### Close-up of the layout, run 1

Window x 56 to 86, y 9 to 39 um. Cells in gray, sequential cells in the stronger gray; small squares are vias.
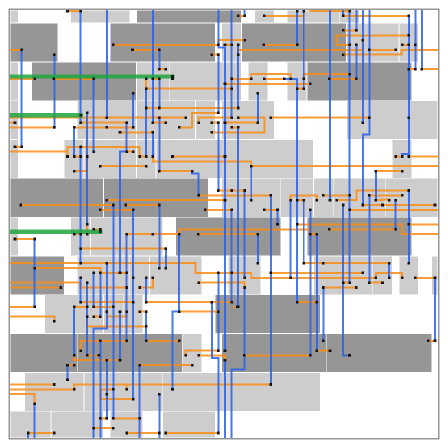
### Clock wiring as the flow saved it, run 1

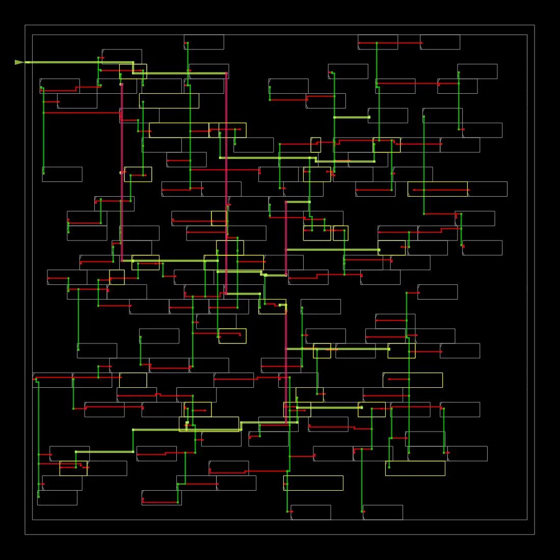
### Drive-strength map, run 1

Bar = 20 um.
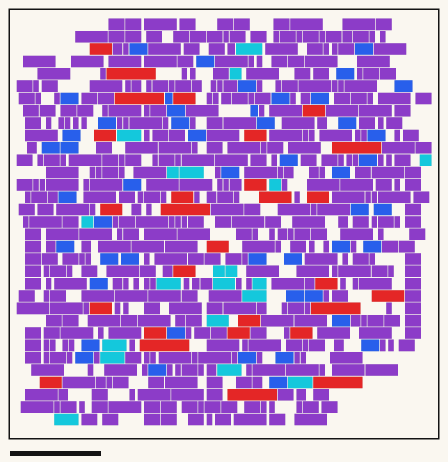
### src/rtl/nco_demux_pkg.sv
// Shared constants for the NCO TDM demultiplexer.
package nco_demux_pkg;

   localparam int unsigned DEF_DATA_W = 14;
   localparam int unsigned DEF_NUM_CH = 2;
   localparam int unsigned CH_W       = $clog2(DEF_NUM_CH);
   localparam int unsigned CNT_W      = 16;

   // Channel-index width for an arbitrary channel count (at least one bit).
   function automatic int unsigned ch_width(input int unsigned n);
      return (n > 1) ? $clog2(n) : 1;
   endfunction

endpackage

### src/rtl/nco_demux_obuf.sv
// Output frame buffer with valid/ready handshake and sticky overflow.
// Optional frame/drop statistics counters when NCO_DEMUX_STATS_EN is defined.
module nco_demux_obuf
   import nco_demux_pkg::*;
#(
   parameter int unsigned DATA_W = DEF_DATA_W,
   parameter int unsigned NUM_CH = DEF_NUM_CH
) (
   input  logic                     clk,
   input  logic                     reset_n,
   input  logic                     load,
   input  logic [NUM_CH*DATA_W-1:0] load_sin,
   input  logic [NUM_CH*DATA_W-1:0] load_cos,
   input  logic                     frame_ready,
   output logic                     frame_valid,
   output logic [NUM_CH*DATA_W-1:0] frame_sin,
   output logic [NUM_CH*DATA_W-1:0] frame_cos,
`ifdef NCO_DEMUX_STATS_EN
   output logic [CNT_W-1:0]         frame_cnt,
   output logic [CNT_W-1:0]         drop_cnt,
`endif
   output logic                     overflow
);

   logic                     valid_q, valid_d;
   logic                     ovf_q, ovf_d;
   logic [NUM_CH*DATA_W-1:0] sin_q, sin_d;
   logic [NUM_CH*DATA_W-1:0] cos_q, cos_d;
   logic                     accept;

   // Next-state: a completed frame loads if the buffer is free or draining this cycle,
   // otherwise it is dropped and the old frame kept.
   always_comb begin
      accept  = valid_q && frame_ready;
      valid_d = valid_q;
      ovf_d   = ovf_q;
      sin_d   = sin_q;
      cos_d   = cos_q;
      if (load) begin
         if (!valid_q || frame_ready) begin
            valid_d = 1'b1;
            sin_d   = load_sin;
            cos_d   = load_cos;
         end else begin
            ovf_d = 1'b1;
         end
      end else if (accept) begin
         valid_d = 1'b0;
      end
   end

   // Buffer state register.
   always_ff @(posedge clk) begin
      if (!reset_n) begin
         valid_q <= 1'b0;
         ovf_q   <= 1'b0;
         sin_q   <= '0;
         cos_q   <= '0;
      end else begin
         valid_q <= valid_d;
         ovf_q   <= ovf_d;
         sin_q   <= sin_d;
         cos_q   <= cos_d;
      end
   end

   assign frame_valid = valid_q;
   assign frame_sin   = sin_q;
   assign frame_cos   = cos_q;
   assign overflow    = ovf_q;

`ifdef NCO_DEMUX_STATS_EN
   localparam logic [CNT_W-1:0] CNT_MAX = '1;

   logic             drop;
   logic [CNT_W-1:0] frame_cnt_q, drop_cnt_q;

   assign drop = load && valid_q && !frame_ready;

   // Saturating counters of accepted and dropped frames.
   always_ff @(posedge clk) begin
      if (!reset_n) begin
         frame_cnt_q <= '0;
         drop_cnt_q  <= '0;
      end else begin
         if (accept && (frame_cnt_q != CNT_MAX)) frame_cnt_q <= frame_cnt_q + CNT_W'(1);
         if (drop && (drop_cnt_q != CNT_MAX))    drop_cnt_q  <= drop_cnt_q + CNT_W'(1);
      end
   end

   assign frame_cnt = frame_cnt_q;
   assign drop_cnt  = drop_cnt_q;
`endif

endmodule

### src/rtl/nco_tdm_demux.sv
// Demultiplexes an interleaved multi-channel NCO sample stream into parallel frames.
// Define NCO_DEMUX_STATS_EN to add frame_cnt/drop_cnt statistics outputs.
module nco_tdm_demux
   import nco_demux_pkg::*;
#(
   parameter int unsigned DATA_W = DEF_DATA_W,
   parameter int unsigned NUM_CH = DEF_NUM_CH
) (
   input  logic                     clk,
   input  logic                     reset_n,
   input  logic                     clken,
   input  logic                     in_valid,
   input  logic [DATA_W-1:0]        in_sin,
   input  logic [DATA_W-1:0]        in_cos,
   input  logic                     resync,
   output logic                     frame_valid,
   input  logic                     frame_ready,
   output logic [NUM_CH*DATA_W-1:0] frame_sin,
   output logic [NUM_CH*DATA_W-1:0] frame_cos,
`ifdef NCO_DEMUX_STATS_EN
   output logic [CNT_W-1:0]         frame_cnt,
   output logic [CNT_W-1:0]         drop_cnt,
`endif
   output logic                     overflow
);

   localparam int unsigned IDX_W = ch_width(NUM_CH);

   logic [IDX_W-1:0]         ch_idx_q, ch_idx_d, wr_idx;
   logic [NUM_CH*DATA_W-1:0] slot_sin_q, slot_sin_d;
   logic [NUM_CH*DATA_W-1:0] slot_cos_q, slot_cos_d;
   logic                     capture, complete;

   // Collection next-state: resync forces the write slot to 0; the last slot completes a frame.
   // slot_*_d already holds the just-captured sample, so it doubles as the frame to load.
   always_comb begin
      capture    = in_valid && clken;
      wr_idx     = resync ? '0 : ch_idx_q;
      ch_idx_d   = ch_idx_q;
      slot_sin_d = slot_sin_q;
      slot_cos_d = slot_cos_q;
      complete   = 1'b0;
      if (capture) begin
         for (int unsigned i = 0; i < NUM_CH; i++) begin
            if (wr_idx == IDX_W'(i)) begin
               slot_sin_d[i*DATA_W +: DATA_W] = in_sin;
               slot_cos_d[i*DATA_W +: DATA_W] = in_cos;
            end
         end
         if (wr_idx == IDX_W'(NUM_CH - 1)) begin
            complete = 1'b1;
            ch_idx_d = '0;
         end else begin
            ch_idx_d = wr_idx + IDX_W'(1);
         end
      end
   end

   // Collection state register.
   always_ff @(posedge clk) begin
      if (!reset_n) begin
         ch_idx_q   <= '0;
         slot_sin_q <= '0;
         slot_cos_q <= '0;
      end else begin
         ch_idx_q   <= ch_idx_d;
         slot_sin_q <= slot_sin_d;
         slot_cos_q <= slot_cos_d;
      end
   end

   nco_demux_obuf #(
      .DATA_W (DATA_W),
      .NUM_CH (NUM_CH)
   ) u_obuf (
      .clk         (clk),
      .reset_n     (reset_n),
      .load        (complete),
      .load_sin    (slot_sin_d),
      .load_cos    (slot_cos_d),
      .frame_ready (frame_ready),
      .frame_valid (frame_valid),
      .frame_sin   (frame_sin),
      .frame_cos   (frame_cos),
`ifdef NCO_DEMUX_STATS_EN
      .frame_cnt   (frame_cnt),
      .drop_cnt    (drop_cnt),
`endif
      .overflow    (overflow)
   );

endmodule

### config.mk
export PLATFORM = sky130hd
export DESIGN_NAME = nco_tdm_demux
export DESIGN_NICKNAME = d
export VERILOG_FILES = /design/src/rtl/nco_demux_pkg.sv /design/src/rtl/nco_demux_obuf.sv /design/src/rtl/nco_tdm_demux.sv
export SDC_FILE = /design/constraint.sdc
export NUM_CORES = 1
export LEC_CHECK = 0
export CORE_UTILIZATION = 58
export CTS_BUF_LIST = sky130_fd_sc_hd__clkbuf_4 sky130_fd_sc_hd__clkbuf_8
export DETAILED_ROUTE_END_ITERATION = 8
export PLACE_DENSITY = 0.87
export SYNTH_ARGS = -nofsm -noshare
export SYNTH_HDL_FRONTEND = slang
export SYNTH_HIERARCHICAL = 1
export SYNTH_SLANG_ARGS = --single-unit
### constraint.sdc
create_clock -name clk -period 4.85 [get_ports clk]
set_clock_uncertainty 0.1 [all_clocks]
set_input_delay 1.2125 -clock clk [delete_from_list [all_inputs] [get_ports clk]]
set_output_delay 1.2125 -clock clk [all_outputs]
set_load 0.01 [all_outputs]
==> results_dict.tcl, run 1 <==
# implementation run metrics
set metrics [dict create \
    postSynthCellCount 500 \
    combinationalPowerShare 0.065 \
    wl_met3_um 543 \
    arrival_ns 3.27 \
    whs_ns 0.359 \
    relSlewSlack 0.252 \
    clockRootBuffer "clkbuf_8" \
    ir_worst_vdd_mv 0.265 \
    status "completed" \
    powerDensity_nw_per_um2 362 \
    hold_buffers 0 \
    synthAoiAreaFrac 0.00456 \
    synth_cell_types 18 \
    synth-xor-area-share 0 \
    path_clk_slew_ns 0.07 \
    worstHoldPathType "flip-flop to flip-flop" \
    top_power_group "clock" \
    power_combinational_uw 149 \
    dpl_cell_area_um2 5810 \
    logic_area_um2 2400 \
    htree_levels 4 \
    chipArea_um2 8890 \
    path_depth 7 \
    whs_path_depth 2 \
    ys.flops 115 \
    crit_chain "clkdlybuf4s50_1 > nand2_1 > a21oi_4 > buf_12 > mux2_2 > nand2_1 > mux2i_1" \
    cts_buffers 17 \
    cp_top_family "buffers and inverters" \
    fp_nets 534 \
    cpMaxStageDelayCell "a21oi_4" \
    use_met3 0.0744 \
    crit_start "clken" \
    diodes 0 \
    postRouteAntennaNets 0 \
    n_fill_cell 509 \
]
Notes on 'Close-up of the layout' above:
[met3] green
[met2] blue
[met1] orange
sequential cells in the window: 14
netlist names of flops here include: `u_obuf/frame_cos` (6), `slot_cos_q` (4), `slot_sin_q` (4)
cells with their middle in the window: 55
most frequent: nand2_1 (16), dfxtp_1 (14), mux2i_1 (7)

Notes on 'Clock wiring as the flow saved it' above:
Layout clock buffers: 18
clock sink total: 115
P_clk: 1180 uW
Late-Pin Clk Latency: 0.43 ns

Notes on 'Drive-strength map' above:
[drive 2] blue | cells: 49 | most used: mux2_2
[drive 6 and up] red | cells: 28 | most used: clkbuf_8
[drive 3 to 4] cyan | cells: 20 | most used: mux2_4
[drive 1 or less] purple | cells: 494 | most used: nand2_1
fin area: 6340 um2
count of plain and timing-repair buffers: 96
setup ws final: 1.78 ns
P&R area growth vs syn: 28.3%

-- run 1: cell type report --
| class | count | area share |
|---|---|---|
| multi-input combinational | 346 | 0.378 |
| sequential | 115 | 0.363 |
| timing repair buffer | 96 | 0.153 |
| clock inverter | 14 | 0.0444 |
| clock buffer | 18 | 0.0391 |
| tap | 105 | 0.0207 |
| inverter | 2 | 0.00118 |
-- run 1: registers in the layout (all words and copies together), names as in the netlist --
register / count
u_obuf/frame_cos: 28
u_obuf/overflow: 1
u_obuf/frame_sin: 28
ch_idx_q: 1
u_obuf/frame_valid: 1
slot_cos_q: 28
slot_sin_q: 28
-- run 1: worst min-delay path, stage by stage, from the launching register on --
cell	delay [ns]
dfxtp_1	0.31
nand2_1	0.05
mux2i_1	0.05
### Clock network drawn from the DEF, run 1

Bar = 20 um.
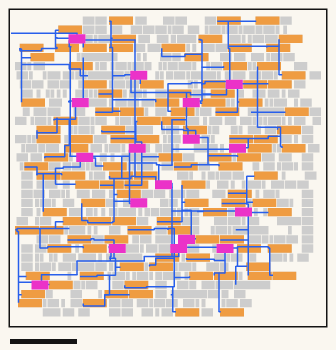

==> run 2: changes to the inputs <==
--- a/config.mk
+++ b/config.mk
@@ -5,10 +5,10 @@
 export SDC_FILE = /design/constraint.sdc
 export NUM_CORES = 1
 export LEC_CHECK = 0
-export CORE_UTILIZATION = 58
+export CORE_UTILIZATION = 49
 export CTS_BUF_LIST = sky130_fd_sc_hd__clkbuf_4 sky130_fd_sc_hd__clkbuf_8
 export DETAILED_ROUTE_END_ITERATION = 8
-export PLACE_DENSITY = 0.87
+export PLACE_DENSITY = 0.79
 export SYNTH_ARGS = -nofsm -noshare
 export SYNTH_HDL_FRONTEND = slang
 export SYNTH_HIERARCHICAL = 1
==> constraint.sdc (replaced) <==
create_clock -name clk -period 2.6 [get_ports clk]
set_clock_uncertainty 0.1 [all_clocks]
set_input_delay 0.65 -clock clk [delete_from_list [all_inputs] [get_ports clk]]
set_output_delay 0.65 -clock clk [all_outputs]
set_load 0.01 [all_outputs]
### Clock network drawn from the DEF, run 2

Bar = 20 um.
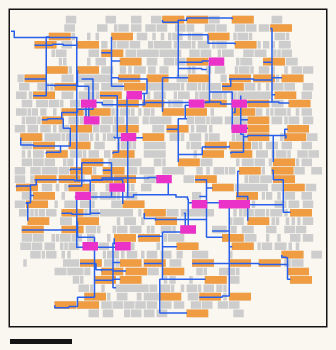
[clock wires] blue | length: 1,360 um
[cells driving clock nets] magenta | count: 17
[flip-flops] orange | count: 115
routed clock nets: 18
Clock power frac: 0.512
P_clk: 2200 uW
Late-Pin Clk Latency: 0.41 ns

### Close-up of the layout, run 2

Window x 62 to 92, y 11 to 41 um. Cells in gray, sequential cells in the stronger gray; small squares are vias.
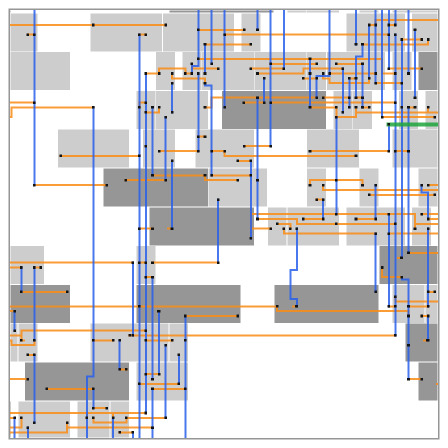
[met2] blue
[met1] orange
[met3] green
cells with their middle in the window: 46
netlist names of flops here include: `slot_cos_q` (4), `slot_sin_q` (2), `u_obuf/frame_cos` (2)
sequential cells in the window: 8
most frequent: nand2_1 (18), dfxtp_1 (8), mux2i_1 (6)

==> run 2 against run 1 <==
- sequential share of layout area decreased by 0.84 points
- synthesized cell count did not move
- sequential power rose by 87%
- largest cell class unchanged
- highest routed layer unchanged
==> results_dict.tcl, run 2 <==
# implementation run metrics
set metrics [dict create \
    path_clk_slew_ns 0.06 \
    clkSinkCount 115 \
    cp_top_family "buffers and inverters" \
    crit_chain "clkdlybuf4s50_1" \
    postSynthCellCount 500 \
    status "completed" \
    n_fill_cell 796 \
    dpl_cell_area_um2 5950 \
    synth_cell_types 18 \
    postRouteAntennaNets 0 \
    htree_levels 4 \
    fp_nets 534 \
    diodes 0 \
    arrival_ns 1.33 \
    whs_path_depth 2 \
    use_met3 0.0575 \
    hold_buffers 0 \
    syn_to_final_growth_pct 31.4 \
    cpMaxStageDelayCell "clkdlybuf4s50_1" \
    path_depth 1 \
    whs_ns 0.356 \
    chipArea_um2 10500 \
    ir_worst_vdd_mv 0.406 \
    worstHoldPathType "flip-flop to flip-flop" \
    crit_start "u_obuf/frame_sin[7]" \
    dpl.hpwl_um 6590 \
    ys.flops 115 \
    postLayoutCellArea_um2 6490 \
    wl_met3_um 380 \
]
## run 2: area by class of cell
class	count	area [um2]	area share
Multi-Input combinational cell	346	2400	0.370
Sequential cell	115	2300	0.355
Timing Repair Buffer	100	1080	0.166
Clock inverter	13	278	0.0428
Clock buffer	19	262	0.0403
Tap cell	133	166	0.0256
Inverter	2	7.51	0.00116
## run 2: power breakdown
group / switching (uW) / total [uW] / internal, uW
clock network: 717 / 2200 / 1490
registers: 15.3 / 1810 / 1790
logic: 138 / 289 / 151
## run 2: kinds of logic after synthesis
| group | after synthesis | share of synthesized area |
|---|---|---|
| DFF | 115 | 0.466 |
| AOI/OAI and AO/OA | 4 | 0.00456 |
| buffers and inverters | 39 | 0.0507 |
| muxes | 140 | 0.305 |
| and+or+nand+nor | 202 | 0.174 |
Power is estimated from default activity; no workload was simulated.
